Fig. 1: routed metal, one color a layer
Scale: 8 px per um. Two of the layers only.
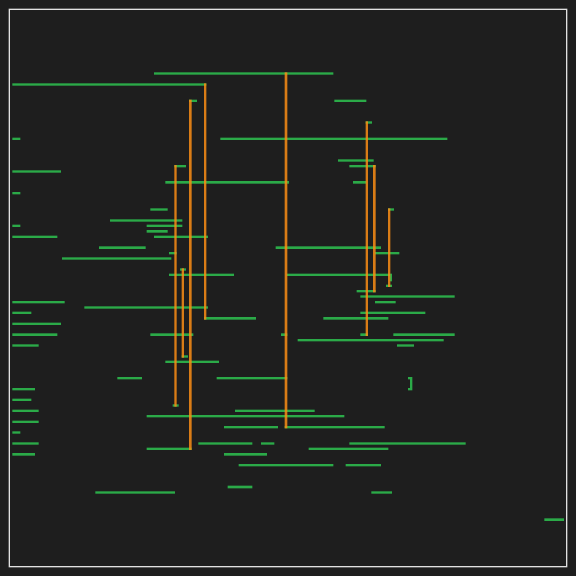
Fig. 2: a small window of the routed layout
Window x 42 to 62, y 42 to 62 um. Cells in gray, sequential cells in the stronger gray; small squares are vias.
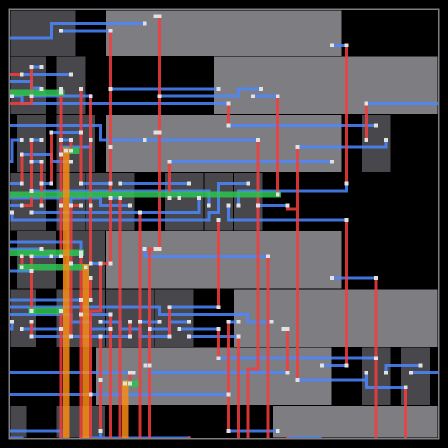
Fig. 3: clock routing
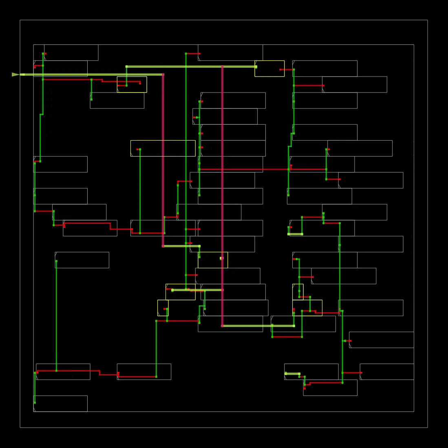
Fig. 4: the metal 2 layer
Scale: 6 px per um.
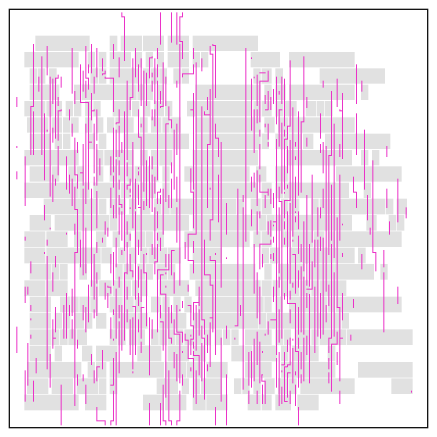
### src/rtl/secuenciador_saltos.sv
// ----------------------------------------------------------------------------
// secuenciador_saltos
//
// Parametrised microprogram sequencer. Each enabled clock edge, the control
// store supplies an operation, a jump target and a condition selector. The
// sequencer then loads the next microprogram address into upc. The address
// can come from:
//   - sequential increment,
//   - a conditional or unconditional jump,
//   - call/return through a hardware LIFO return stack,
//   - hold,
//   - restart.
// All outputs are registered, so there is no combinational path from any
// input to any output.
//
// Parameters
//   ADDR_W      : width of upc and target
//   N_COND      : number of condition flags on cond_in
//   SEL_W       : width of cond_sel (2**SEL_W >= N_COND)
//   STACK_DEPTH : number of return-stack entries (>= 1)
//   RESET_ADDR  : address loaded on reset and on RESTART
//
// Ports
//   clk        in   rising-edge clock
//   rst_n      in   asynchronous active-low reset
//   en         in   advance enable; 0 = hold (op ignored)
//   op         in   operation code (NEXT/JCOND/JMP/CALL/RET/HOLD/RESTART)
//   cond_sel   in   index of the condition flag to test
//   cond_inv   in   invert the selected condition
//   cond_in    in   datapath status flags
//   target     in   jump / call destination
//   clear_err  in   synchronous clear of ovf/udf
//   upc        out  current microprogram address
//   jump_taken out  1 for the cycle after a non-sequential load
//   sp         out  return-stack occupancy
//   ovf        out  sticky: CALL attempted with the stack full
//   udf        out  sticky: RET attempted with the stack empty
// ----------------------------------------------------------------------------
module secuenciador_saltos #(
    parameter int                 ADDR_W      = 8,
    parameter int                 N_COND      = 4,
    parameter int                 SEL_W       = 2,
    parameter int                 STACK_DEPTH = 4,
    parameter logic [ADDR_W-1:0]  RESET_ADDR  = '0
) (
    input  logic                               clk,
    input  logic                               rst_n,
    input  logic                               en,
    input  logic [2:0]                         op,
    input  logic [SEL_W-1:0]                   cond_sel,
    input  logic                               cond_inv,
    input  logic [N_COND-1:0]                  cond_in,
    input  logic [ADDR_W-1:0]                  target,
    input  logic                               clear_err,
    output logic [ADDR_W-1:0]                  upc,
    output logic                               jump_taken,
    output logic [$clog2(STACK_DEPTH+1)-1:0]   sp,
    output logic                               ovf,
    output logic                               udf
);

    localparam int SP_W  = $clog2(STACK_DEPTH + 1);
    // The stack array is rounded up to a power of two, so that a push or pop
    // index can never address outside it. Only STACK_DEPTH entries are used.
    localparam int IDX_W = (STACK_DEPTH > 1) ? $clog2(STACK_DEPTH) : 1;

    typedef enum logic [2:0] {
        OP_NEXT    = 3'b000,
        OP_JCOND   = 3'b001,
        OP_JMP     = 3'b010,
        OP_CALL    = 3'b011,
        OP_RET     = 3'b100,
        OP_HOLD    = 3'b101,
        OP_RESTART = 3'b110,
        OP_RSVD    = 3'b111
    } op_e;

    op_e                 op_w;
    logic [ADDR_W-1:0]   upc_q, upc_d;
    logic [SP_W-1:0]     sp_q, sp_d;
    logic                jt_q, jt_d;
    logic                ovf_q, ovf_d;
    logic                udf_q, udf_d;
    logic [ADDR_W-1:0]   stack_q [2**IDX_W];

    logic [ADDR_W-1:0]   seq;
    logic [SP_W-1:0]     sp_dec;
    logic [IDX_W-1:0]    push_idx;
    logic [IDX_W-1:0]    pop_idx;
    logic                push;
    logic                stack_full;
    logic                stack_empty;
    logic [2**SEL_W-1:0] cond_vec;
    logic                cond;

    assign op_w = op_e'(op);

    // Flags beyond N_COND are tied to 0. An out-of-range select therefore
    // reads 0 before inversion, without needing a range compare.
    for (genvar i = 0; i < 2**SEL_W; i++) begin : g_cond_vec
        if (i < N_COND) begin : g_flag
            assign cond_vec[i] = cond_in[i];
        end else begin : g_pad
            assign cond_vec[i] = 1'b0;
        end
    end

    assign cond        = cond_vec[cond_sel] ^ cond_inv;
    assign seq         = upc_q + ADDR_W'(1);   // wraps silently at all-ones
    assign sp_dec      = sp_q - SP_W'(1);
    assign push_idx    = sp_q[IDX_W-1:0];      // push writes entry[sp]
    assign pop_idx     = sp_dec[IDX_W-1:0];    // pop reads entry[sp-1]
    assign stack_full  = (sp_q == SP_W'(STACK_DEPTH));
    assign stack_empty = (sp_q == '0);

    // NOTE: every signal driven here gets a default before the case statement.
    // Then no path leaves a signal unassigned, and no latch is inferred.
    always_comb begin
        upc_d = upc_q;
        sp_d  = sp_q;
        jt_d  = 1'b0;
        push  = 1'b0;
        // Clear first, so that an error raised on the same edge overrides it.
        ovf_d = ovf_q & ~clear_err;
        udf_d = udf_q & ~clear_err;

        if (en) begin
            unique case (op_w)
                OP_NEXT, OP_RSVD: begin
                    upc_d = seq;
                end
                OP_JCOND: begin
                    upc_d = cond ? target : seq;
                    jt_d  = cond;
                end
                OP_JMP: begin
                    upc_d = target;
                    jt_d  = 1'b1;
                end
                OP_CALL: begin
                    if (stack_full) begin
                        upc_d = seq;
                        ovf_d = 1'b1;
                    end else begin
                        push  = 1'b1;
                        sp_d  = sp_q + SP_W'(1);
                        upc_d = target;
                        jt_d  = 1'b1;
                    end
                end
                OP_RET: begin
                    if (stack_empty) begin
                        upc_d = seq;
                        udf_d = 1'b1;
                    end else begin
                        sp_d  = sp_dec;
                        upc_d = stack_q[pop_idx];
                        jt_d  = 1'b1;
                    end
                end
                OP_HOLD: begin
                    upc_d = upc_q;
                end
                OP_RESTART: begin
                    upc_d = RESET_ADDR;
                    sp_d  = '0;
                end
                default: begin
                    upc_d = seq;
                end
            endcase
        end
    end

    // NOTE: sequential state uses non-blocking assignments only. Then every
    // register samples the values from before the edge, whatever order the
    // blocks run in.
    always_ff @(posedge clk or negedge rst_n) begin
        if (!rst_n) begin
            upc_q <= RESET_ADDR;
            sp_q  <= '0;
            jt_q  <= 1'b0;
            ovf_q <= 1'b0;
            udf_q <= 1'b0;
        end else begin
            upc_q <= upc_d;
            sp_q  <= sp_d;
            jt_q  <= jt_d;
            ovf_q <= ovf_d;
            udf_q <= udf_d;
        end
    end

    // NOTE: the stack storage is deliberately not reset. An entry is always
    // written by a push before any pop can read it, since sp starts at 0.
    // Leaving it out of reset lets the array map onto plain memory.
    always_ff @(posedge clk) begin
        if (push) begin
            stack_q[push_idx] <= seq;
        end
    end

    assign upc        = upc_q;
    assign sp         = sp_q;
    assign jump_taken = jt_q;
    assign ovf        = ovf_q;
    assign udf        = udf_q;

endmodule

### config.mk
export PLATFORM = sky130hd
export DESIGN_NAME = secuenciador_saltos
export DESIGN_NICKNAME = d
export VERILOG_FILES = /design/src/rtl/secuenciador_saltos.sv
export SDC_FILE = /design/constraint.sdc
export NUM_CORES = 1
export LEC_CHECK = 0
export ABC_AREA = 1
export CAP_MARGIN = 20
export CORE_MARGIN = 2
export CORE_UTILIZATION = 58
export DETAILED_ROUTE_END_ITERATION = 10
export PLACE_DENSITY = 0.85
export REMOVE_ABC_BUFFERS = 1
export SETUP_SLACK_MARGIN = 0.15
export SLEW_MARGIN = 20
export SYNTH_ARGS = -nofsm -noshare
export SYNTH_HDL_FRONTEND = slang
export SYNTH_SLANG_ARGS = --single-unit
export TNS_END_PERCENT = 10
### constraint.sdc
create_clock -name clk -period 5.9 [get_ports clk]
set_input_delay 1.18 -clock clk [delete_from_list [all_inputs] [get_ports clk]]
set_output_delay 1.18 -clock clk [all_outputs]
set_load 0.05 [all_outputs]
==> flow_summary.yaml <==
# yosys + openroad results
worst_setup_path:
  crit_chain: "clkdlybuf4s50_1"
  cp.buffers_inverters: 1
  crit_fanout: 22
  crit_path_start_kind: "flop"
route:
  drt-initial-drc-count: 396
  viasPerCell: 5.546
  ant_nets: 0
sta:
  fmax_mhz: 311.4
  setup_slack_ns: 2.688
  finalMaxSlewViolations: 0
  rsz0062_at_grt: "no"
yosys:
  ys_seq_share_pct: 52.72
  logic_family: "simple AND/OR/NAND/NOR gates"
  syn_area_per_cell_um2: 8.264
  numSynthFlops: 46
  synth-simple-area-share_pct: 29.63
  postSynthCellCount: 301
  synth_cell_types: 29
placed_design:
  place_congestion: 0.9895
  portBuffers: 35
  pre_cts_ws_ns: 2.817
  placed_area_um2: 2874
power:
  power_density_nw_per_um2: 401.9
  p_leak_nw: 1.310
  peakVddDrop_uv: 268.5
layout:
  nFillCells: 303
  logic_area_um2: 1011
  fin_nets: 365
  flop_area_um2: 1311
  area_growth_pct: 19.92
clocking:
  htree_levels: 2
  hold_buffers: 0
  post_cts_buffers: 0
  path_clk_slew_ns: 0.09
run_status:
  status: "completed"
global_routing:
  grt_usage_pct: 25.43
  grt_pass1_wl_um: 9390
flow_run:
  warnings: 30
-- Fig. 1 (at the start) --
color	layer	wire length
orange	met4	209 um
green	met3	470 um

-- Fig. 2 (at the start) --
color	layer
blue	met1
red	met2
green	met3
orange	met4
sequential cells in the window	7
netlist names of flops here include	`stack_q` (7)
cells with their middle in the window	28
most frequent	edfxtp_1 (7), nand2_1 (5), nand3_1 (5)

-- Fig. 3 (at the start) --
Num CTS Buffers: 5
clock tree sinks: 46
worst-skew pair later-pin latency: 0.30 ns
# clk buffers: 5
post-route clock skew: 0.007221 ns

-- Fig. 4 (at the start) --
main direction	vertical
share of all routed wire	46%
wire length on this layer	2720 um
nets with wire on the layer	283
longest straight run	40.1 um
Vias: 2152
WL final: 5921 um

==> flip-flops by register name, indices dropped and copies added, names as in the netlist <==
name        flops
jump_taken      1
ovf             1
sp              3
stack_q        32
udf             1
upc             8
==> final timing paths <==
check	start	endpoint	slack (ns)	cells past startpoint
worst max-delay path	sp[0]	sp[0]	2.69	1
worst min-delay path	ovf	ovf	0.50	2
worst max register to register	sp[0]	upc[5]	2.96	11
worst min register to register	ovf	ovf	0.50	2
max in group asynchronous	rst_n	upc[4]	4.21	1
min in group asynchronous	rst_n	udf	1.27	1
==> logic make-up after synthesis <==
group                      count (synthesis)
DFF                                       46
adders and majority gates                  6
and+or+nand+nor                          173
buffers and inverters                     43
muxes                                      1
xor gates and xnor gates                   2
AOI/OAI and AO/OA                         30
==> layer usage <==
metal / global-route usage [%] / share of wire, % / up-vias
li1: - / - / 1046
met1: 34.56 / 43 / 963
met2: 39.21 / 46 / 124
met3: 5.233 / 7.9 / 19
met4: 11.98 / 3.5 / 0
met5: 0 / 0 / -
==> area by class of cell <==
class                           count  share of cell area, %
Timing Repair Buffer               35                  11.74
Multi-Input combinational cell    212                  33.89
Tap cell                           50                  2.097
Inverter                           37                  4.656
Clock buffer                        5                  2.307
Clock inverter                      3                  1.342
Sequential cell                    46                  43.96
==> tightest hold or removal path, cell delays in order (launching register included) <==
cell and delay (ns):
dfrtp_1 0.35, nand2_1 0.05, o21ai_0 0.07
==> power by group <==
part	switching (mW)	leakage, nW	internal [mW]
combinational	0.353	0.795	0.156
sequential	0.0493	0.457	0.406
clock	0.110	0.0579	0.125
==> Yosys cell counts, types with 3 or more instances <==
| library cell | count |
|---|---|
| o21ai_0 | 13 |
| a21oi_1 | 6 |
| edfxtp_1 | 32 |
| nor2_1 | 48 |
| inv_1 | 33 |
| buf_2 | 3 |
| ha_1 | 6 |
| nand2_2 | 3 |
| dfrtp_1 | 14 |
| inv_2 | 4 |
| clkbuf_1 | 3 |
| o21ai_1 | 3 |
| nand2_1 | 83 |
| nand3_1 | 27 |
==> stage by stage <==
stage               util [%]  std cells  hold slack (ns)
floorplan                  -        295           0.6764
global placement       70.83        380           0.4897
detailed placement     70.83        380           0.4873
CTS                    73.51        388           0.5081
global route           73.51        388           0.5350
finish                 73.51        388           0.5031
Power is estimated from default activity; no workload was simulated.
